File: src/rtl/ps2_pkg.sv
// Shared types and constants for the PS/2 scan-code receiver.
// Latency: none (declarations only).
// Backpressure: not applicable.
package ps2_pkg;

  // Frame deserialiser states, advanced on each filtered ps2_clk fall.
  typedef enum logic [1:0] {
    IDLE,
    DATA,
    PARITY,
    STOP
  } frame_state_e;

  // Prefix bytes folded into the following key event.
  localparam logic [7:0] PS2_EXT = 8'hE0;
  localparam logic [7:0] PS2_BRK = 8'hF0;

  // One decoded key event as stored in the FIFO.
  typedef struct packed {
    logic       ext;
    logic       brk;
    logic [7:0] code;
  } key_event_t;

endpackage

File: src/rtl/ps2_event_fifo.sv
// Synchronous show-ahead FIFO; the head entry is driven combinationally from registered storage.
// Latency: a push is visible at the head one edge later; a pop updates head and count on the next edge.
// Backpressure: push while full (no pop that cycle) is refused; pop while empty is ignored.
//
// Ports: clock/resetn; push + push_dat in; pop in; head_dat, full, empty, count out.
module ps2_event_fifo #(
  parameter int DEPTH = 8,
  parameter int WIDTH = 10
) (
  input  logic                       clock,
  input  logic                       resetn,
  input  logic                       push,
  input  logic [WIDTH-1:0]           push_dat,
  input  logic                       pop,
  output logic [WIDTH-1:0]           head_dat,
  output logic                       full,
  output logic                       empty,
  output logic [$clog2(DEPTH+1)-1:0] count
);

  localparam int AW = $clog2(DEPTH);
  localparam int CW = $clog2(DEPTH + 1);

  logic [WIDTH-1:0] mem_q [DEPTH];
  logic [WIDTH-1:0] mem_d [DEPTH];
  logic [AW-1:0]    wr_ptr_q, wr_ptr_d;
  logic [AW-1:0]    rd_ptr_q, rd_ptr_d;
  logic [CW-1:0]    count_q, count_d;
  // Last popped entry, shown while empty so the outputs hold their value.
  logic [WIDTH-1:0] hold_q, hold_d;
  logic             push_ok, pop_ok;

  assign empty    = (count_q == '0);
  assign full     = (count_q == CW'(DEPTH));
  assign count    = count_q;
  assign head_dat = empty ? hold_q : mem_q[rd_ptr_q];

  always_comb begin
    pop_ok  = pop && !empty;
    // A pop in the same cycle frees the slot, so a push while full still lands.
    push_ok = push && (!full || pop_ok);
    mem_d   = mem_q;
    if (push_ok) mem_d[wr_ptr_q] = push_dat;
    wr_ptr_d = wr_ptr_q + AW'(push_ok);
    rd_ptr_d = rd_ptr_q + AW'(pop_ok);
    count_d  = count_q + CW'(push_ok) - CW'(pop_ok);
    hold_d   = pop_ok ? mem_q[rd_ptr_q] : hold_q;
  end

  always_ff @(posedge clock or negedge resetn) begin
    if (!resetn) begin
      for (int i = 0; i < DEPTH; i++) mem_q[i] <= '0;
      wr_ptr_q <= '0;
      rd_ptr_q <= '0;
      count_q  <= '0;
      hold_q   <= '0;
    end else begin
      mem_q    <= mem_d;
      wr_ptr_q <= wr_ptr_d;
      rd_ptr_q <= rd_ptr_d;
      count_q  <= count_d;
      hold_q   <= hold_d;
    end
  end

endmodule

File: src/rtl/ps2_scan_receiver.sv
// PS/2 keyboard receiver: sync + glitch filter, 11-bit frame deserialiser, E0/F0 prefix folding, event FIFO.
// Latency: pin fall to internal fall 2+FILTER_LEN cycles; stop-bit fall to FIFO write 1 cycle; key_valid 1 cycle later.
// Backpressure: none toward the keyboard; events queue in the FIFO, overflow drops the event and sets a sticky flag.
//
// Ports: clock/resetn; raw ps2_clk/ps2_dat in; rd_en pops the head; key_code/key_ext/key_break/key_valid/fifo_count
// show the head; overflow/frame_err sticky error flags, cleared by clear_err.
module ps2_scan_receiver
  import ps2_pkg::*;
#(
  parameter int FILTER_LEN     = 8,
  parameter int FIFO_DEPTH     = 8,
  parameter int TIMEOUT_CYCLES = 100000
) (
  input  logic                            clock,
  input  logic                            resetn,
  input  logic                            ps2_clk,
  input  logic                            ps2_dat,
  input  logic                            rd_en,
  output logic [7:0]                      key_code,
  output logic                            key_ext,
  output logic                            key_break,
  output logic                            key_valid,
  output logic [$clog2(FIFO_DEPTH+1)-1:0] fifo_count,
  output logic                            overflow,
  output logic                            frame_err,
  input  logic                            clear_err
);

  localparam int             TW        = $clog2(TIMEOUT_CYCLES + 1);
  localparam logic [7:0]     FLT_LAST  = 8'(FILTER_LEN - 1);
  localparam logic [TW-1:0]  TMO_LIMIT = TW'(TIMEOUT_CYCLES);

  // Lane 0 = ps2_clk, lane 1 = ps2_dat.
  logic [1:0]    sync1_q, sync1_d, sync2_q, sync2_d, filt_q, filt_d;
  logic [7:0]    cnt_q [2];
  logic [7:0]    cnt_d [2];
  logic          fall, dat_f;

  frame_state_e  state_q, state_d;
  logic [2:0]    bit_cnt_q, bit_cnt_d;
  logic [7:0]    shift_q, shift_d;
  logic          par_q, par_d;
  logic [TW-1:0] tmo_q, tmo_d;
  logic          byte_vld_q, byte_vld_d;
  logic          ferr_q, ferr_d;

  logic          ext_q, ext_d, brk_q, brk_d;
  logic          overflow_q, overflow_d, frame_err_q, frame_err_d;
  logic          push, fifo_full, fifo_empty;
  key_event_t    push_evt, head_evt;

  // Synchroniser and filter: a lane follows its input only after FILTER_LEN consecutive differing samples.
  always_comb begin
    sync1_d = {ps2_dat, ps2_clk};
    sync2_d = sync1_q;
    filt_d  = filt_q;
    for (int i = 0; i < 2; i++) begin
      cnt_d[i] = 8'd0;
      if (sync2_q[i] != filt_q[i]) begin
        if (cnt_q[i] == FLT_LAST) filt_d[i] = sync2_q[i];
        else                      cnt_d[i] = cnt_q[i] + 8'd1;
      end
    end
    fall  = filt_q[0] && !filt_d[0];
    dat_f = filt_q[1];
  end

  // Frame deserialiser. The timeout counter runs only inside a frame and reloads on each fall.
  always_comb begin
    state_d    = state_q;
    bit_cnt_d  = bit_cnt_q;
    shift_d    = shift_q;
    par_d      = par_q;
    tmo_d      = '0;
    byte_vld_d = 1'b0;
    ferr_d     = 1'b0;
    if (fall) begin
      case (state_q)
        IDLE: if (!dat_f) begin
          state_d   = DATA;
          bit_cnt_d = 3'd0;
        end
        DATA: begin
          shift_d   = {dat_f, shift_q[7:1]};
          bit_cnt_d = bit_cnt_q + 3'd1;
          if (bit_cnt_q == 3'd7) state_d = PARITY;
        end
        PARITY: begin
          par_d   = dat_f;
          state_d = STOP;
        end
        STOP: begin
          if (dat_f && (^{shift_q, par_q})) byte_vld_d = 1'b1;
          else                              ferr_d     = 1'b1;
          state_d = IDLE;
        end
        default: state_d = IDLE;
      endcase
    end else if (state_q != IDLE) begin
      if (tmo_q >= TMO_LIMIT) begin
        ferr_d  = 1'b1;
        state_d = IDLE;
      end else begin
        tmo_d = tmo_q + TW'(1);
      end
    end
  end

  // Prefix decoder and sticky flags. shift_q still holds the finished byte while byte_vld_q is high.
  always_comb begin
    ext_d         = ext_q;
    brk_d         = brk_q;
    push          = 1'b0;
    push_evt.ext  = ext_q;
    push_evt.brk  = brk_q;
    push_evt.code = shift_q;
    if (ferr_q) begin
      ext_d = 1'b0;
      brk_d = 1'b0;
    end else if (byte_vld_q) begin
      if (shift_q == PS2_EXT)      ext_d = 1'b1;
      else if (shift_q == PS2_BRK) brk_d = 1'b1;
      else begin
        push  = 1'b1;
        ext_d = 1'b0;
        brk_d = 1'b0;
      end
    end
    // A new error beats clear_err in the same cycle.
    overflow_d  = (push && fifo_full && !(rd_en && !fifo_empty)) || (overflow_q && !clear_err);
    frame_err_d = ferr_q || (frame_err_q && !clear_err);
  end

  always_ff @(posedge clock or negedge resetn) begin
    if (!resetn) begin
      sync1_q     <= 2'b11;
      sync2_q     <= 2'b11;
      filt_q      <= 2'b11;
      cnt_q[0]    <= 8'd0;
      cnt_q[1]    <= 8'd0;
      state_q     <= IDLE;
      bit_cnt_q   <= 3'd0;
      shift_q     <= 8'd0;
      par_q       <= 1'b0;
      tmo_q       <= '0;
      byte_vld_q  <= 1'b0;
      ferr_q      <= 1'b0;
      ext_q       <= 1'b0;
      brk_q       <= 1'b0;
      overflow_q  <= 1'b0;
      frame_err_q <= 1'b0;
    end else begin
      sync1_q     <= sync1_d;
      sync2_q     <= sync2_d;
      filt_q      <= filt_d;
      cnt_q       <= cnt_d;
      state_q     <= state_d;
      bit_cnt_q   <= bit_cnt_d;
      shift_q     <= shift_d;
      par_q       <= par_d;
      tmo_q       <= tmo_d;
      byte_vld_q  <= byte_vld_d;
      ferr_q      <= ferr_d;
      ext_q       <= ext_d;
      brk_q       <= brk_d;
      overflow_q  <= overflow_d;
      frame_err_q <= frame_err_d;
    end
  end

  ps2_event_fifo #(
    .DEPTH (FIFO_DEPTH),
    .WIDTH (10)
  ) u_fifo (
    .clock    (clock),
    .resetn   (resetn),
    .push     (push),
    .push_dat (push_evt),
    .pop      (rd_en),
    .head_dat (head_evt),
    .full     (fifo_full),
    .empty    (fifo_empty),
    .count    (fifo_count)
  );

  assign key_code  = head_evt.code;
  assign key_ext   = head_evt.ext;
  assign key_break = head_evt.brk;
  assign key_valid = !fifo_empty;
  assign overflow  = overflow_q;
  assign frame_err = frame_err_q;

endmodule

File: config.mk
export PLATFORM = sky130hd
export DESIGN_NAME = ps2_scan_receiver
export DESIGN_NICKNAME = d
export VERILOG_FILES = /design/src/rtl/ps2_pkg.sv /design/src/rtl/ps2_event_fifo.sv /design/src/rtl/ps2_scan_receiver.sv
export SDC_FILE = /design/constraint.sdc
export NUM_CORES = 1
export LEC_CHECK = 0
export ABC_CLOCK_PERIOD_IN_PS = 3210
export CAP_MARGIN = 20
export CORE_UTILIZATION = 30
export CTS_CLUSTER_SIZE = 16
export DETAILED_ROUTE_END_ITERATION = 16
export RECOVER_POWER = 50
export SETUP_SLACK_MARGIN = 0.4
export SLEW_MARGIN = 20
export SYNTH_ARGS = -nofsm -noshare
export SYNTH_HDL_FRONTEND = slang
export SYNTH_HIERARCHICAL = 1
export SYNTH_SLANG_ARGS = --single-unit
export TNS_END_PERCENT = 10
File: constraint.sdc
create_clock -name clock -period 3.21 [get_ports clock]
set_clock_uncertainty 0.05 [all_clocks]
set_input_delay 0.642 -clock clock [delete_from_list [all_inputs] [get_ports clock]]
set_output_delay 0.642 -clock clock [all_outputs]
set_load 0.005 [all_outputs]
Run 1, gate families picked out:
(2 px per um)
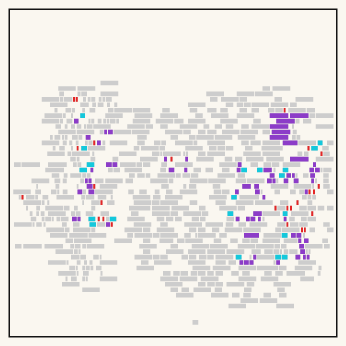
AND-OR and OR-AND gates: shown in cyan, cells 20. inverting AOI/OAI gates: shown in purple, cells 70. inverters: shown in red, cells 25.

Run 1, nets reached from selected ports:
(3 px per um)
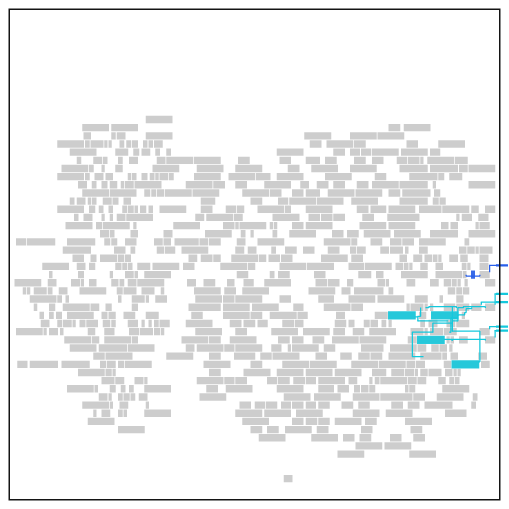
key_valid: shown in blue, bits 1, direction output, edge right, end cells 1, buffers 1, wire 10.0 um. fifo_count: shown in cyan, bits 4, direction output, edge right, end cells 4, buffers 4, wire 146 um.

==> run summary, run 1 <==
run results: Worst EP required 2.52 ns, Reg2Reg Setup Slack 0.58 ns, met2 wire len 7350 um, critical path depth 5, Slew Viols, Final 60, Commonest Layout Cell dfrtp_1, Top Ports 23, share of layout cells above drive strength 1 0.286, # diodes 0, post-CTS sizing 18, synth cell count leaders 153 x dfrtp_1, 106 x mux2_2, 25 x inv_1, Die X 163 um, Non-Clock Inverter Count 25, Routed Antenna Nets 0, max FFs per register 80, Final min period 2.87 ns, FF-to-FF Start shift_q[0], final cell count without fillers 998, number of CTS-inserted buffers 17, PwrDens 680 nW/um2, failing checks capacitance limit, slew limit, Net Sw Power 1.94 mW, Top logic family multiplexers, clkbuf count 21, Comb area 3630 um2, Post-Route M1 WL 8180 um, WL met3 647 um, detailed placement HPWL 10800 um, status finished, violations left, actual slew at the worst max-slew pin 1.55 ns, antenna violations before repair 0, Post-Route WL 16300 um, first-pass GRT wire length 26700 um, Initial DRT Pass Iterations 4, clk pwr 2.13 mW, post-CTS repair timing setup buffer count 0, setup ws final 0.340 ns, sequential share of cell area 0.437, DP Worst Slack 0.409 ns, CTS root buffer clkbuf_16, # fillers 2443, max cap viols 1, Mapped Area 7770 um2, clock network area share 0.0686, Compound-Gate Fraction of Synth Area 0.102, vias in the first global route 4845, Critical Path AT 2.18 ns, mux share 0.188, count of cell types in the netlist 59, CTS Hold Bufs 0, Adder Share, Synth 0.0348, Peak Freq 0.348 GHz, Comb/total area 0.397, FP Core Util 0.307, Slew HR -0.0363, post-layout net count 682, sequential group power 2.40 mW, type of the worst setup path flop to primary output, Yosys Instances 619, Leading cell kind registers
Run 1, congestion heat map:
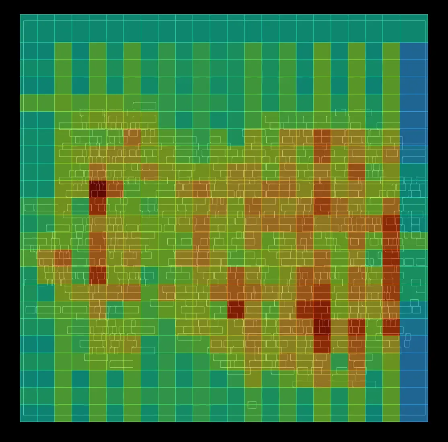
M1 GR Usage: 0.182
GRT Util Overall: 0.130
GRT busiest layer: met2
routing usage on met3: 0.0326
Finished Core Util: 0.361

--- run 2 (diff from run 1) ---
Settings changed: ABC_CLOCK_PERIOD_IN_PS 3210 to 2400, CORE_UTILIZATION 30 to 45, SLEW_MARGIN 20 to default.
Clock period 3.21 ns to 2.4 ns, I/O delays scaled along.
Run 2, signal metal coverage by tile:
(3 px per um) The die is cut into 27 by 27 equal tiles; white is low, dark blue is high, scaled to the fullest tile. Values are wire area over tile area, all layers added.
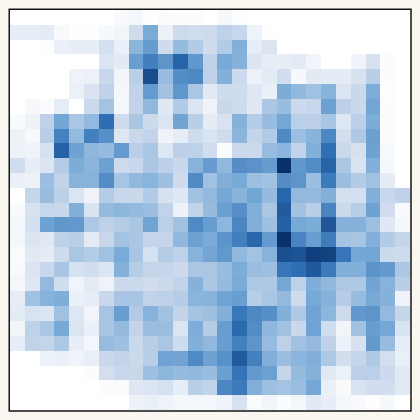
The fullest tile reaches 0.54. 17% of the tiles are over half the peak. 14% of the tiles are nearly empty. The densest ninth of the die: middle right. The mean over all tiles is 0.16.
GRT Util Overall: 0.217
Routed wire per std cell: 19.3 um
via count: 5285
Post-Route WL: 18000 um

==> run summary, run 2 <==
run results: status finished, violations left, failing checks setup timing, WL met3 464 um, Leading cell kind multi-input combinational cells, final cell count without fillers 931, Comb power 3.30 mW, clk pwr 2.56 mW, Mapped Area 7770 um2, switching share of total power 0.320, # diodes 0, Longest Clk Path Bufs 2, clock network area share 0.0566, DP Worst Slack -0.0946 ns, Top logic family multiplexers, GRT busiest layer met2, LEAKAGE 4.71 nW, vias in the first global route 5573, Die X 133 um, post-route cell area 9860 um2, Yosys top cell by area dfrtp_1, critical path depth 6, die height 133 um, Compound-Gate Fraction of Synth Area 0.102, Adder Share, Synth 0.0348, crit start category flop, first-pass GRT wire length 29800 um, synth cell count leaders 153 x dfrtp_1, 106 x mux2_2, 25 x inv_1, routing usage on met3 0.0304, FF-to-FF Start u_fifo/count[2], Non-Clock Inverter Count 25, Peak Freq 0.395 GHz, # fillers 1337, clkbuf count 21, met2 wire len 8910 um, Yosys Instances 619, type of the worst setup path flop to primary output, Reg2Reg Setup Slack -0.07 ns, Critical Path AT 2.00 ns, max cap viols 0, Top Ports 23, FP Core Util 0.466, yosys xor share 0.0435, Final min period 2.53 ns, Slew Viols, Final 0, CTS Hold Bufs 1, actual slew at the worst max-slew pin 1.33 ns, Comb/total area 0.418, Top Consumer combinational logic, post-CTS repair timing setup buffer count 6, max FFs per register 80, post-layout net count 725, Comb area 4120 um2, Post-Route M1 WL 8180 um, Routed Antenna Nets 0, detailed placement HPWL 11700 um, Net Sw Power 2.91 mW, antenna violations before repair 0, post-CTS sizing 141, Late-Pin Clk Latency 0.42 ns, number of CTS-inserted buffers 17, mux share 0.188, hold path cells 0, setup ws final -0.129 ns, Finish-stage setup viols 56, Worst EP required 1.87 ns, PwrDens 921 nW/um2, CTS root buffer clkbuf_16, sequential group power 3.22 mW, Slew HR 0.112, Placed Instance Area 8560 um2, asr flop ratio synth 1.00, total global routing overflow 0, Initial DRT Pass Iterations 4, H-tree Lvls 4, share of layout cells above drive strength 1 0.398, Commonest Layout Cell dfrtp_1, sequential share of cell area 0.405, Synth top cell by count dfrtp_1, M1 GR Usage 0.290
--- run 3 (diff from run 2) ---
Settings changed: CAP_MARGIN 20 to default, CORE_ASPECT_RATIO from default to 0.7, DONT_BUFFER_PORTS from default to 1.
Run 3, nets reached from selected ports:
(3 px per um)
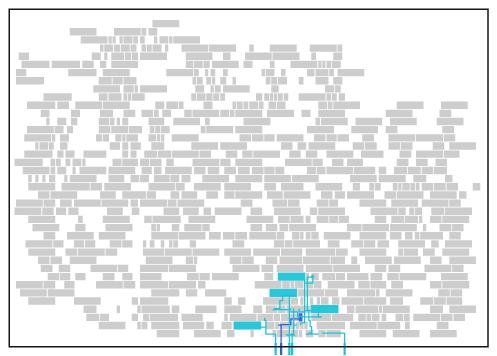
key_valid: shown in blue, bits 1, direction output, edge bottom, end cells 1, buffers 0, wire 16.3 um. fifo_count: shown in cyan, bits 4, direction output, edge bottom, end cells 4, buffers 4, wire 159 um.

==> run summary, run 3 <==
run results: sequential group power 3.26 mW, LEAKAGE 4.45 nW, Routed Antenna Nets 0, Post-Route M1 WL 8870 um, via count 5026, setup ws final -0.00719 ns, first-pass GRT wire length 27700 um, vias in the first global route 5098, GRT busiest layer met1, count of cell types in the netlist 59, post-route cell area 9480 um2, sequential share of cell area 0.421, Slew HR 0.433, post-CTS repair timing setup buffer count 5, final cell count without fillers 901, status finished, violations left, Die X 159 um, Synth top cell by count dfrtp_1, Comb power 2.86 mW, Peak Freq 0.415 GHz, Mapped Area 7770 um2, # diodes 0, Initial DRT Pass Iterations 4, Hold Vio Cnt, Final 159, failing checks hold timing, setup timing, clock network area share 0.0589, Post-Route WL 17600 um, Routed wire per std cell 19.6 um, post-layout net count 690, asr flop ratio synth 1.00, Leading cell kind multi-input combinational cells, FP Core Util 0.469, Late-Pin Clk Latency 0.43 ns, WL met3 1060 um, Comb area 4010 um2, H-tree Lvls 4, Finished Core Util 0.571, Non-Clock Inverter Count 25, Slew Viols, Final 0, Top logic family multiplexers, routing usage on met3 0.0473, antenna violations before repair 0, actual slew at the worst max-slew pin 0.848 ns, Commonest Layout Cell dfrtp_1, GRT Util Overall 0.203, Min Hold Slack -0.313 ns, synth cell count leaders 153 x dfrtp_1, 106 x mux2_2, 25 x inv_1, critical path depth 6, yosys xor share 0.0435, Worst EP required 1.87 ns, die height 112 um, Top Ports 23, detailed placement HPWL 11000 um, Final min period 2.41 ns, Compound-Gate Fraction of Synth Area 0.102, clk pwr 2.56 mW, max cap viols 0, # fillers 1351, Comb/total area 0.423, Top Consumer sequential cells, CTS Hold Bufs 2, total global routing overflow 0, number of CTS-inserted buffers 17, mux share 0.188, M1 GR Usage 0.317, Finish-stage setup viols 1

==> gallery <==
Routed clock nets over the placement.
picture 1
(4 px per um)
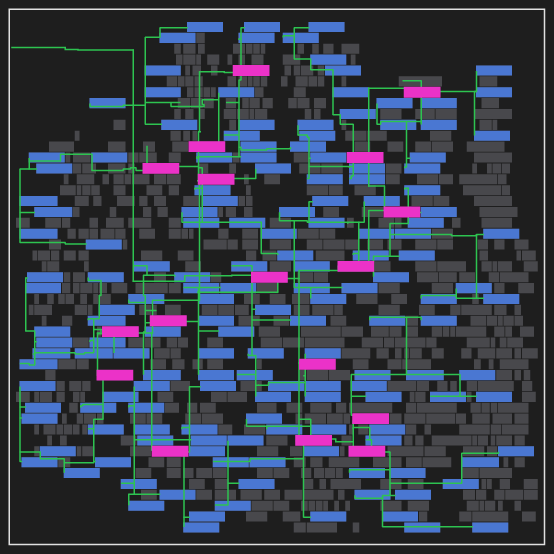
picture 2
(3 px per um)
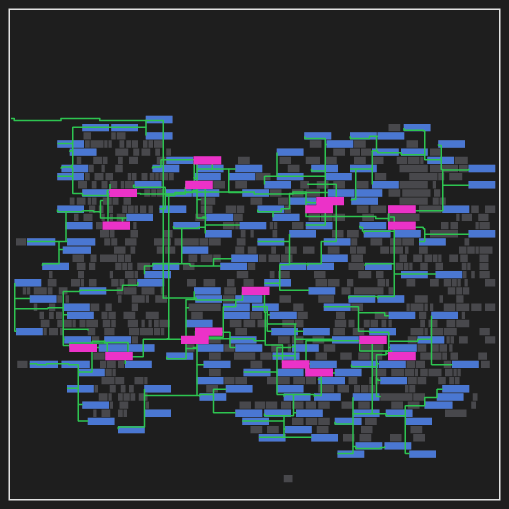
picture 3
(3 px per um)
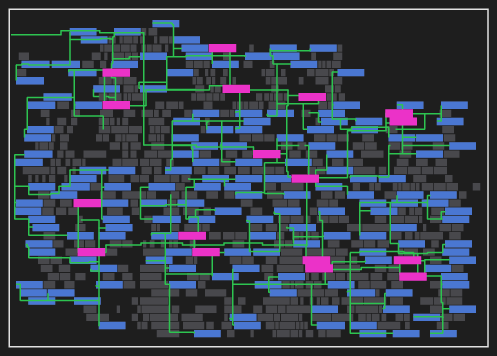
| picture | from |
|---|---|
| picture 2 | run 1 |
| picture 3 | run 3 |
| picture 1 | run 2 |

Key to picture 2:
clock wires: shown in green, length 2090 um. flip-flops: shown in blue, count 159. cells driving clock nets: shown in magenta, count 17.
There are 18 routed clock nets.

Power figures rest on the tool's default switching activity, not on a simulated workload.
